$ cat config.mk
export PLATFORM = sky130hd
export DESIGN_NAME = fan_step_scheduler
export DESIGN_NICKNAME = d
export VERILOG_FILES = /design/src/rtl/fan_step_scheduler.sv
export SDC_FILE = /design/constraint.sdc
export NUM_CORES = 1
export LEC_CHECK = 0
export ABC_CLOCK_PERIOD_IN_PS = 11700
export CELL_PAD_IN_SITES_DETAIL_PLACEMENT = 1
export CELL_PAD_IN_SITES_GLOBAL_PLACEMENT = 2
export CORE_UTILIZATION = 39
export DETAILED_ROUTE_END_ITERATION = 7
export GPL_ROUTABILITY_DRIVEN = 0
export MAX_ROUTING_LAYER = met4
export PLACE_DENSITY_LB_ADDON = 0.08
export RECOVER_POWER = 100
export SETUP_SLACK_MARGIN = 0.2
export SYNTH_ARGS = -nofsm -noshare
export SYNTH_HDL_FRONTEND = slang
export SYNTH_SLANG_ARGS = --single-unit
$ cat constraint.sdc
create_clock -name clk -period 11.7 [get_ports clk]
set_input_delay 1.17 -clock clk [delete_from_list [all_inputs] [get_ports clk]]
set_output_delay 1.17 -clock clk [all_outputs]
set_load 0.05 [all_outputs]
$ cat src/rtl/fan_step_scheduler.sv
// Fan controller step scheduler: paces controller steps, samples ADC/set-point
// once per step and applies double-buffered coefficient sets at step boundaries.
module fan_step_scheduler #(
    parameter int unsigned STEP_CYCLES   = 200000,
    parameter int unsigned ADC_BITWIDTH  = 4,
    parameter int unsigned COEF_BITWIDTH = 8,
    parameter int          RST_B2        = 94,
    parameter int          RST_B1        = 0,
    parameter int          RST_B0        = -93,
    parameter int          RST_A1        = 0,
    parameter int          RST_A0        = -64
) (
    input  logic                     clk,
    input  logic                     rst_n,
    input  logic                     ena,
    input  logic [ADC_BITWIDTH-1:0]  adc_i,
    input  logic [ADC_BITWIDTH-1:0]  set_i,
    input  logic                     cfg_valid_i,
    input  logic [2:0]               cfg_addr_i,
    input  logic [COEF_BITWIDTH-1:0] cfg_data_i,
    input  logic                     cfg_commit_i,
    output logic                     cfg_ready_o,
    output logic                     cfg_pending_o,
    output logic                     cfg_err_o,
    output logic                     step_o,
    output logic [ADC_BITWIDTH-1:0]  adc_o,
    output logic [ADC_BITWIDTH-1:0]  set_o,
    output logic [COEF_BITWIDTH-1:0] b2_o,
    output logic [COEF_BITWIDTH-1:0] b1_o,
    output logic [COEF_BITWIDTH-1:0] b0_o,
    output logic [COEF_BITWIDTH-1:0] a1_o,
    output logic [COEF_BITWIDTH-1:0] a0_o
);

    localparam int unsigned CNT_W = $clog2(STEP_CYCLES);
    localparam logic [CNT_W-1:0] CNT_LAST   = CNT_W'(STEP_CYCLES - 1);
    localparam logic [CNT_W-1:0] CNT_SAMPLE = CNT_W'(STEP_CYCLES - 2);
    localparam logic [COEF_BITWIDTH-1:0] RST_B2_V = COEF_BITWIDTH'(RST_B2);
    localparam logic [COEF_BITWIDTH-1:0] RST_B1_V = COEF_BITWIDTH'(RST_B1);
    localparam logic [COEF_BITWIDTH-1:0] RST_B0_V = COEF_BITWIDTH'(RST_B0);
    localparam logic [COEF_BITWIDTH-1:0] RST_A1_V = COEF_BITWIDTH'(RST_A1);
    localparam logic [COEF_BITWIDTH-1:0] RST_A0_V = COEF_BITWIDTH'(RST_A0);

    typedef enum logic {
        IDLE = 1'b0,
        RUN  = 1'b1
    } state_e;

    state_e                   state_q, state_d;
    logic [CNT_W-1:0]         cnt_q, cnt_d;
    logic [ADC_BITWIDTH-1:0]  adc_s1_q, adc_s2_q, set_s1_q, set_s2_q;
    logic [ADC_BITWIDTH-1:0]  adc_q, set_q;
    logic [COEF_BITWIDTH-1:0] shadow_q [5];
    logic [COEF_BITWIDTH-1:0] active_q [5];
    logic                     pending_q, pending_d;
    logic                     ready_q, err_q, step_q;
    logic                     run_c, sample_c, apply_c, step_d, wr_c;

    // State register
    always_ff @(posedge clk) begin
        if (!rst_n) state_q <= IDLE;
        else        state_q <= state_d;
    end

    // Next-state: ena low leaves RUN in the cycle it is seen
    always_comb begin
        state_d = state_q;
        case (state_q)
            IDLE:    if (ena)  state_d = RUN;
            RUN:     if (!ena) state_d = IDLE;
            default: state_d = IDLE;
        endcase
    end

    // Per-state controls: count/sample/step only while running; IDLE flushes a pending commit
    always_comb begin
        run_c    = 1'b0;
        sample_c = 1'b0;
        step_d   = 1'b0;
        apply_c  = 1'b0;
        case (state_q)
            IDLE: apply_c = pending_q;
            RUN: begin
                if (ena) begin
                    run_c    = 1'b1;
                    sample_c = (cnt_q == CNT_SAMPLE);
                    step_d   = (cnt_q == CNT_LAST);
                    apply_c  = pending_q && (cnt_q == CNT_SAMPLE);
                end
            end
            default: ;
        endcase
    end

    // Counter and commit bookkeeping
    always_comb begin
        cnt_d = '0;
        if (run_c && (cnt_q != CNT_LAST)) cnt_d = cnt_q + CNT_W'(1);
        wr_c      = cfg_valid_i && ready_q;
        pending_d = pending_q;
        if (apply_c)                        pending_d = 1'b0;
        else if (cfg_commit_i && !pending_q) pending_d = 1'b1;
    end

    // Two-flop synchronizers for the asynchronous ADC and set-point inputs
    always_ff @(posedge clk) begin
        if (!rst_n) begin
            adc_s1_q <= '0;
            adc_s2_q <= '0;
            set_s1_q <= '0;
            set_s2_q <= '0;
        end else begin
            adc_s1_q <= adc_i;
            adc_s2_q <= adc_s1_q;
            set_s1_q <= set_i;
            set_s2_q <= set_s1_q;
        end
    end

    // Counter, step pulse, held samples and config status
    always_ff @(posedge clk) begin
        if (!rst_n) begin
            cnt_q     <= '0;
            step_q    <= 1'b0;
            adc_q     <= '0;
            set_q     <= '0;
            pending_q <= 1'b0;
            ready_q   <= 1'b1;
            err_q     <= 1'b0;
        end else begin
            cnt_q     <= cnt_d;
            step_q    <= step_d;
            pending_q <= pending_d;
            ready_q   <= !pending_d;
            if (sample_c) begin
                adc_q <= adc_s2_q;
                set_q <= set_s2_q;
            end
            if (wr_c && (cfg_addr_i > 3'd4)) err_q <= 1'b1;
        end
    end

    // Shadow (write side) and active (controller side) coefficient banks
    always_ff @(posedge clk) begin
        if (!rst_n) begin
            shadow_q[0] <= RST_B2_V;
            shadow_q[1] <= RST_B1_V;
            shadow_q[2] <= RST_B0_V;
            shadow_q[3] <= RST_A1_V;
            shadow_q[4] <= RST_A0_V;
            active_q[0] <= RST_B2_V;
            active_q[1] <= RST_B1_V;
            active_q[2] <= RST_B0_V;
            active_q[3] <= RST_A1_V;
            active_q[4] <= RST_A0_V;
        end else begin
            if (wr_c) begin
                case (cfg_addr_i)
                    3'd0:    shadow_q[0] <= cfg_data_i;
                    3'd1:    shadow_q[1] <= cfg_data_i;
                    3'd2:    shadow_q[2] <= cfg_data_i;
                    3'd3:    shadow_q[3] <= cfg_data_i;
                    3'd4:    shadow_q[4] <= cfg_data_i;
                    default: ;
                endcase
            end
            // Writes are blocked while pending, so the applied set never races a write
            if (apply_c) begin
                for (int i = 0; i < 5; i++) active_q[i] <= shadow_q[i];
            end
        end
    end

    assign cfg_ready_o   = ready_q;
    assign cfg_pending_o = pending_q;
    assign cfg_err_o     = err_q;
    assign step_o        = step_q;
    assign adc_o         = adc_q;
    assign set_o         = set_q;
    assign b2_o          = active_q[0];
    assign b1_o          = active_q[1];
    assign b0_o          = active_q[2];
    assign a1_o          = active_q[3];
    assign a0_o          = active_q[4];

endmodule

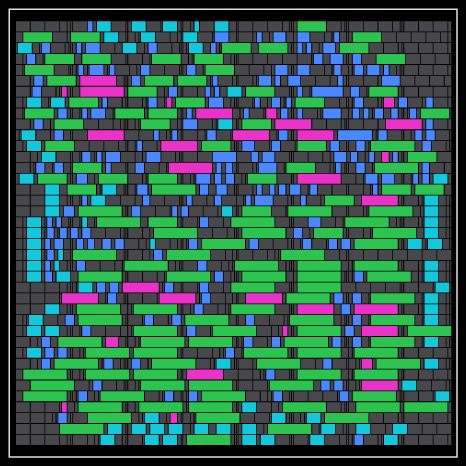
Figure 1: run 1, placed cells, one color a class.
Drawn at 4 px/um. Fill, decap, tap and diode cells in gray.
Key: cyan = remaining buffers and delay cells [cells 81, share of their area 13%]; green = sequential cells [cells 127, share of their area 56%]; blue = combinational and other logic [cells 202, share of their area 21%]; magenta = clock drivers and dummy loads [cells 31, share of their area 10%]
FP Rows: 39
final instance area: 0.00616 sq mm
post-layout util: 53.3%
CORE AREA: 0.0116 sq mm
flop share of the area: 54.3%

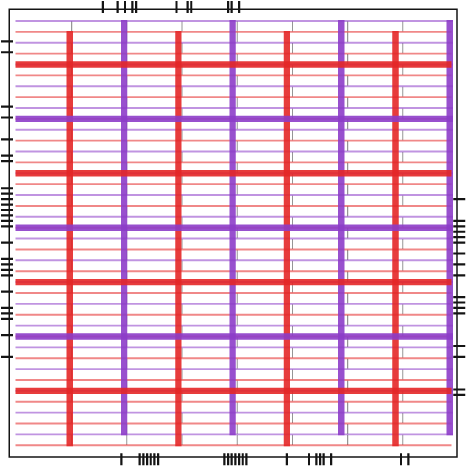
Figure 2: run 1, supply network.
Drawn at 4 px/um. Pins as bars on the die edge. Tap cells in gray.
Key: red = VSS; purple = VDD
143 tap cells. The core has 39 rows. 7 straps on met5. 76 signal pins sit on the boundary.

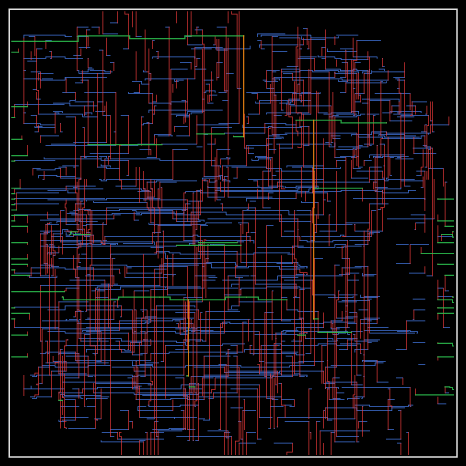
Figure 3: run 1, signal wires by layer.
Drawn at 4 px/um.
Key: blue = metal 1 [wire length 4910 um]; red = metal 2 [wire length 4560 um]; orange = metal 4 [wire length 93.8 um]; green = metal 3 [wire length 365 um]
wire length per cell: 17.0 um
Total GRT Usage: 17.7%
Routed WL: 9.93 mm

==> impl_metrics.toml, run 1 <==
# yosys + openroad results
[sta]
worst_pin_slew_ps = 5340
hold_slack_ps = 432
maxSlewViolCount = 88
relSlewSlack_pct = -259
setup_viol_count_final = 0

[setup_path]
crit_type = "in -> reg"
worstSetupStartpointType = "primary input"
critPathMaxFanout = 40
required_ps = 11570

[floorplanning]
die_h_um = 112
die_w_um = 112
chip_area_sq_mm = 0.0124

[clock_tree]
tritoncts = "done"
cts-root-buf = "clkbuf_16"
clk_pin_slew_ps = 50
cts_setup_buffers = 0
cts_buffers = 17
cts_buffer_depth = 2

[job]
max_cap_viol_count = 2

[power_and_ir_drop]
p_leak_nw = 2.24

[layout]
lay_top_count = "edfxtp_1"
area_delta_synth_final_pct = 31.7

[route]
drt-pass1-iter-count = 8
drc = 4
ant_nets = 0

[yosys]
yosysWarningCount = 0
fp_nets = 371
ys_seq_share_pct = 71.4

[status]
status = "complete, but fails checks"
violations = "DRC, capacitance limit, slew limit"

[grt]
grt_pass1_wl_mm = 16.0
grt_antenna_before_repair = 0
grt_max_degree = 47

[place]
placed_cells = 553
port_buffers = 75
[run 1: logic make-up after synthesis]
kind of cell | after synthesis | synth area share (%)
simple gates | 156 | 19.5
compound gates | 19 | 2.49
fa+ha+maj | 2 | 0.535
xor+xnor | 13 | 2.43
flops | 127 | 71.4
mux | 8 | 1.71
buf+inv | 20 | 1.84
[run 1: cells in the mapped netlist]
cell       n  share of area [%]
xnor2_1    5               0.94
dfxtp_1   47                 20
nor2b_1    2               0.27
nor3_1     2               0.21
nor3_4     1               0.35
buf_6      1               0.24
or2_2      2               0.27
nand3_1   11                1.2
clkbuf_1  12               0.96
and4bb_2   2               0.53
nand2b_1   8                1.1
and3_1    31                4.1
clkbuf_2   1               0.11
nand4_1    7               0.94
o21ai_1    1               0.11
o21ai_0    8               0.86
inv_1      4               0.32
o31ai_1    1               0.16
and4_1     2               0.37
o21bai_2   1               0.24
nor4_1     2               0.27
o211a_1    1               0.21
mux2i_1    8                1.7
nand2_1   26                2.1
ha_1       2               0.53
a21oi_1    4               0.43
o21a_1     3               0.48
buf_2      2               0.21
edfxtp_1  80                 51
and2_1    28                3.7
xor2_1     8                1.5
or3_1     14                1.9
nor4b_4    1               0.51
nor2_1    16                1.3
nand4_4    1               0.45
[run 1: power by group]
| part | switching [W] | internal, W |
|---|---|---|
| logic | 0.0000504 | 0.0000219 |
| clock network | 0.000182 | 0.000353 |
| registers | 0.00000610 | 0.000497 |
[run 1: flip-flops by register name, summed over array words and instances (netlist names), 4 cells and up]
signal / cells
adc_s2_q: 4
set_s1_q: 4
active_q: 40
adc_s1_q: 4
cnt_q: 18
set_o: 4
adc_o: 4
set_s2_q: 4
shadow_q: 40
[run 1: worst paths after layout]
check              start         endpoint  slack (ps)
max                  ena  active_q[0][39]        5380
min          adc_s1_q[2]      adc_s2_q[2]         430
max reg2reg     cnt_q[8]  active_q[0][39]        5840
min reg2reg  adc_s1_q[2]      adc_s2_q[2]         430
[run 1: cell type report]
type                       instances  area [sq um]  area share [%]
tap                              143           179            2.90
clock inverter                    12           169            2.74
clock buffer                      19           433            7.03
timing repair buffer              81           777            12.6
multi-input combinational        198          1250            20.2
inverter                           4          15.0           0.244
sequential                       127          3340            54.3
[run 1: layer usage]
| layer | vias to the layer above | part of all wire, % | GRT usage [%] |
|---|---|---|---|
| met5 | - | 0 | - |
| met2 | 73 | 46 | 25.9 |
| met4 | 0 | 0.94 | 5.68 |
| li1 | 1404 | - | - |
| met3 | 7 | 3.7 | 5.61 |
| met1 | 1442 | 49 | 23.4 |
[run 1: worst max-delay path, stage by stage]
cell             delay [ps]
clkdlybuf4s50_1         520
nand4_1                 160
o21a_1                  350
o21ai_0                3950
[run 1: stage by stage]
step,instance area (sq um),util (%)
finish,6160,53.3
detailed placement,5590,48.4
CTS,6200,53.6
global route,6160,53.3
floorplan,4680,-
global placement,5590,48.4
--- run 2 (diff from run 1) ---
- ABC_CLOCK_PERIOD_IN_PS: 11700 -> 6100
- CORE_UTILIZATION: 39 -> 36
- clock period: 11.7 -> 6.1 ns (I/O delays scaled with it)
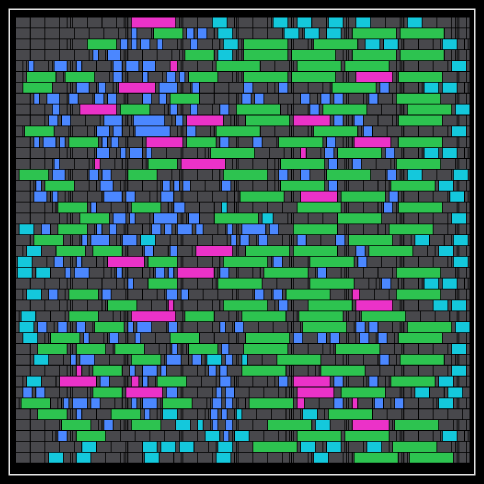
Figure 4: run 2, placed cells, one color a class.
Drawn at 4 px/um. Fill, decap, tap and diode cells in gray.
Key: cyan = remaining buffers and delay cells [cells 80, share of their area 13%]; blue = combinational and other logic [cells 202, share of their area 21%]; magenta = clock drivers and dummy loads [cells 29, share of their area 9.3%]; green = sequential cells [cells 127, share of their area 56%]
flop share of the area: 54.3%
post-layout util: 48.6%
final instance area: 0.00616 sq mm
CORE AREA: 0.0127 sq mm
FP Rows: 41

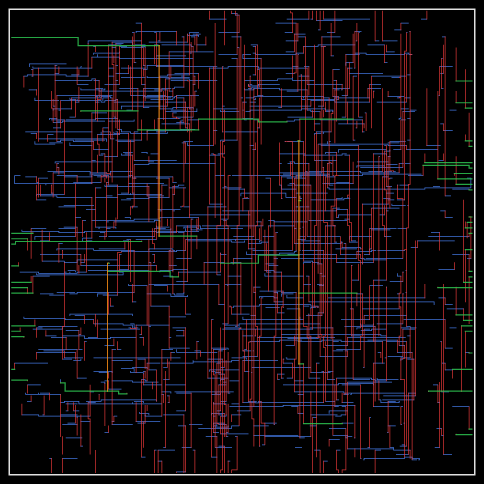
Figure 5: run 2, signal wires by layer.
Drawn at 4 px/um.
Key: orange = metal 4 [wire length 135 um]; green = metal 3 [wire length 376 um]; red = metal 2 [wire length 5430 um]; blue = metal 1 [wire length 4210 um]
wire length per cell: 16.6 um
Total GRT Usage: 16.6%

==> impl_metrics.toml, run 2 <==
# yosys + openroad results
[clock_tree]
clk_pin_slew_ps = 50
cts_setup_buffers = 0
cts_buffer_depth = 2

[setup_path]
crit_buf_inv = 2
path_depth = 5
reg2reg_slack_ps = 3400
critPathMaxFanout = 46
critical-path-top-delay-family = "buffers and inverters"
slowest_stage = "clkbuf_1"
timing.rr.start = "cnt_q[8]"

[sta]
relSlewSlack_pct = -13.1
maxSlewViolCount = 56
worst_pin_slew_ps = 1700
hold_slack_ps = 431

[job]
max_cap_viol_count = 2

[status]
status = "complete, but fails checks"
violations = "capacitance limit, slew limit"

[yosys]
yosys.area.top_type_share_pct = 51.3
area_leaders = "edfxtp_1, dfxtp_1, and3_1, and2_1, nand2_1"
yosys.area.top_type = "edfxtp_1"
most_common_cell = "edfxtp_1"
ys_top_cells_by_count = "edfxtp_1, dfxtp_1, and3_1"
fp_nets = 371

[layout]
lay_top_count = "edfxtp_1"
area_delta_synth_final_pct = 31.6
seq_area_sq_mm = 0.00334

[route]
dr_wl_met3_um = 375
ant_nets = 0
drt-pass1-iter-count = 4

[place]
port_buffers = 75

[power_and_ir_drop]
p_leak_nw = 2.23
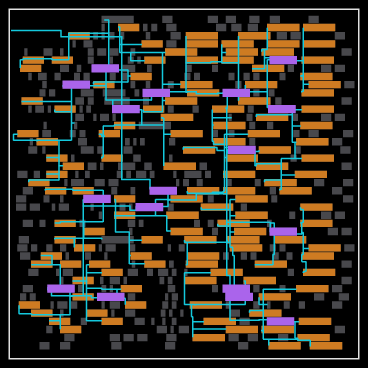
Figure 6: run 2, routed clock nets over the placement.
Drawn at 3 px/um.
Key: orange = flip-flops [count 127]; purple = clock drivers [count 17]; cyan = clock wires [length 1580 um]
Position of the flops: spread over the die.

[run 2: cell types whose count changed in the layout (fill, tap and decap cells not counted), sizes merged]
cell	previous run	this run
clkinv	5	8
clkinvlp	3	0
clkbuf	24	22
bufinv	4	3
[run 2: per-stage QoR]
stage | util [%] | cells
finish | 48.6 | 610
detailed placement | 44.4 | 581
floorplan | - | 345
global placement | 44.4 | 581
global route | 48.6 | 610
CTS | 48.8 | 610
[run 2: report_power, final]
group	switching (W)	total (W)	leakage, nW	internal [W]
clock	0.000335	0.000960	0.275	0.000625
sequential	0.0000110	0.000963	1.15	0.000952
combinational	0.0000969	0.000139	0.807	0.0000425
[run 2: worst min path at each step]
stage / from / endpoint / slack, ps / depth (start not counted)
floorplan: adc_s1_q[0] / adc_s2_q[0] / 410 / 1
global placement: set_s1_q[0] / set_s2_q[0] / 410 / 1
detailed placement: set_s1_q[2] / set_s2_q[2] / 420 / 1
CTS: set_s1_q[2] / set_s2_q[2] / 430 / 1
global route: set_s1_q[2] / set_s2_q[2] / 440 / 1
finish: adc_s1_q[0] / adc_s2_q[0] / 430 / 1
[run 2: worst reg2reg max path: stages (launching register included)]
cell and delay [ps]:
dfxtp_1 460, nor4b_4 290, nand4_4 190, o21a_1 380, o21ai_4 960
[run 2: area by class of cell]
| class | count | share of cell area [%] |
|---|---|---|
| flip-flops and latches | 127 | 54.3 |
| multi-input cells | 198 | 20.4 |
| repair buffers | 80 | 12.6 |
| clock buffers | 18 | 6.97 |
| well taps | 172 | 3.49 |
| clock inverters | 11 | 2.03 |
| inverters | 4 | 0.244 |
[run 2: per-layer routing]
metal	track usage, %	vias to the layer above
li1	-	1404
met1	17.4	1371
met2	29.2	62
met3	4.97	10
met4	6.67	0
met5	-	-
[run 2: kinds of logic (layout without fill, tap and decap cells)]
logic type	count (synthesis)	in the layout	synth area share, %
AND/OR/NAND/NOR	156	156	19.5
flip-flops	127	127	71.4
adder cells (fa/ha/maj)	2	2	0.535
multiplexers	8	8	1.71
AND-OR/OR-AND	19	19	2.49
buffers and inverters	20	113	1.84
XOR/XNOR	13	13	2.43
Power is estimated from default activity; no workload was simulated.
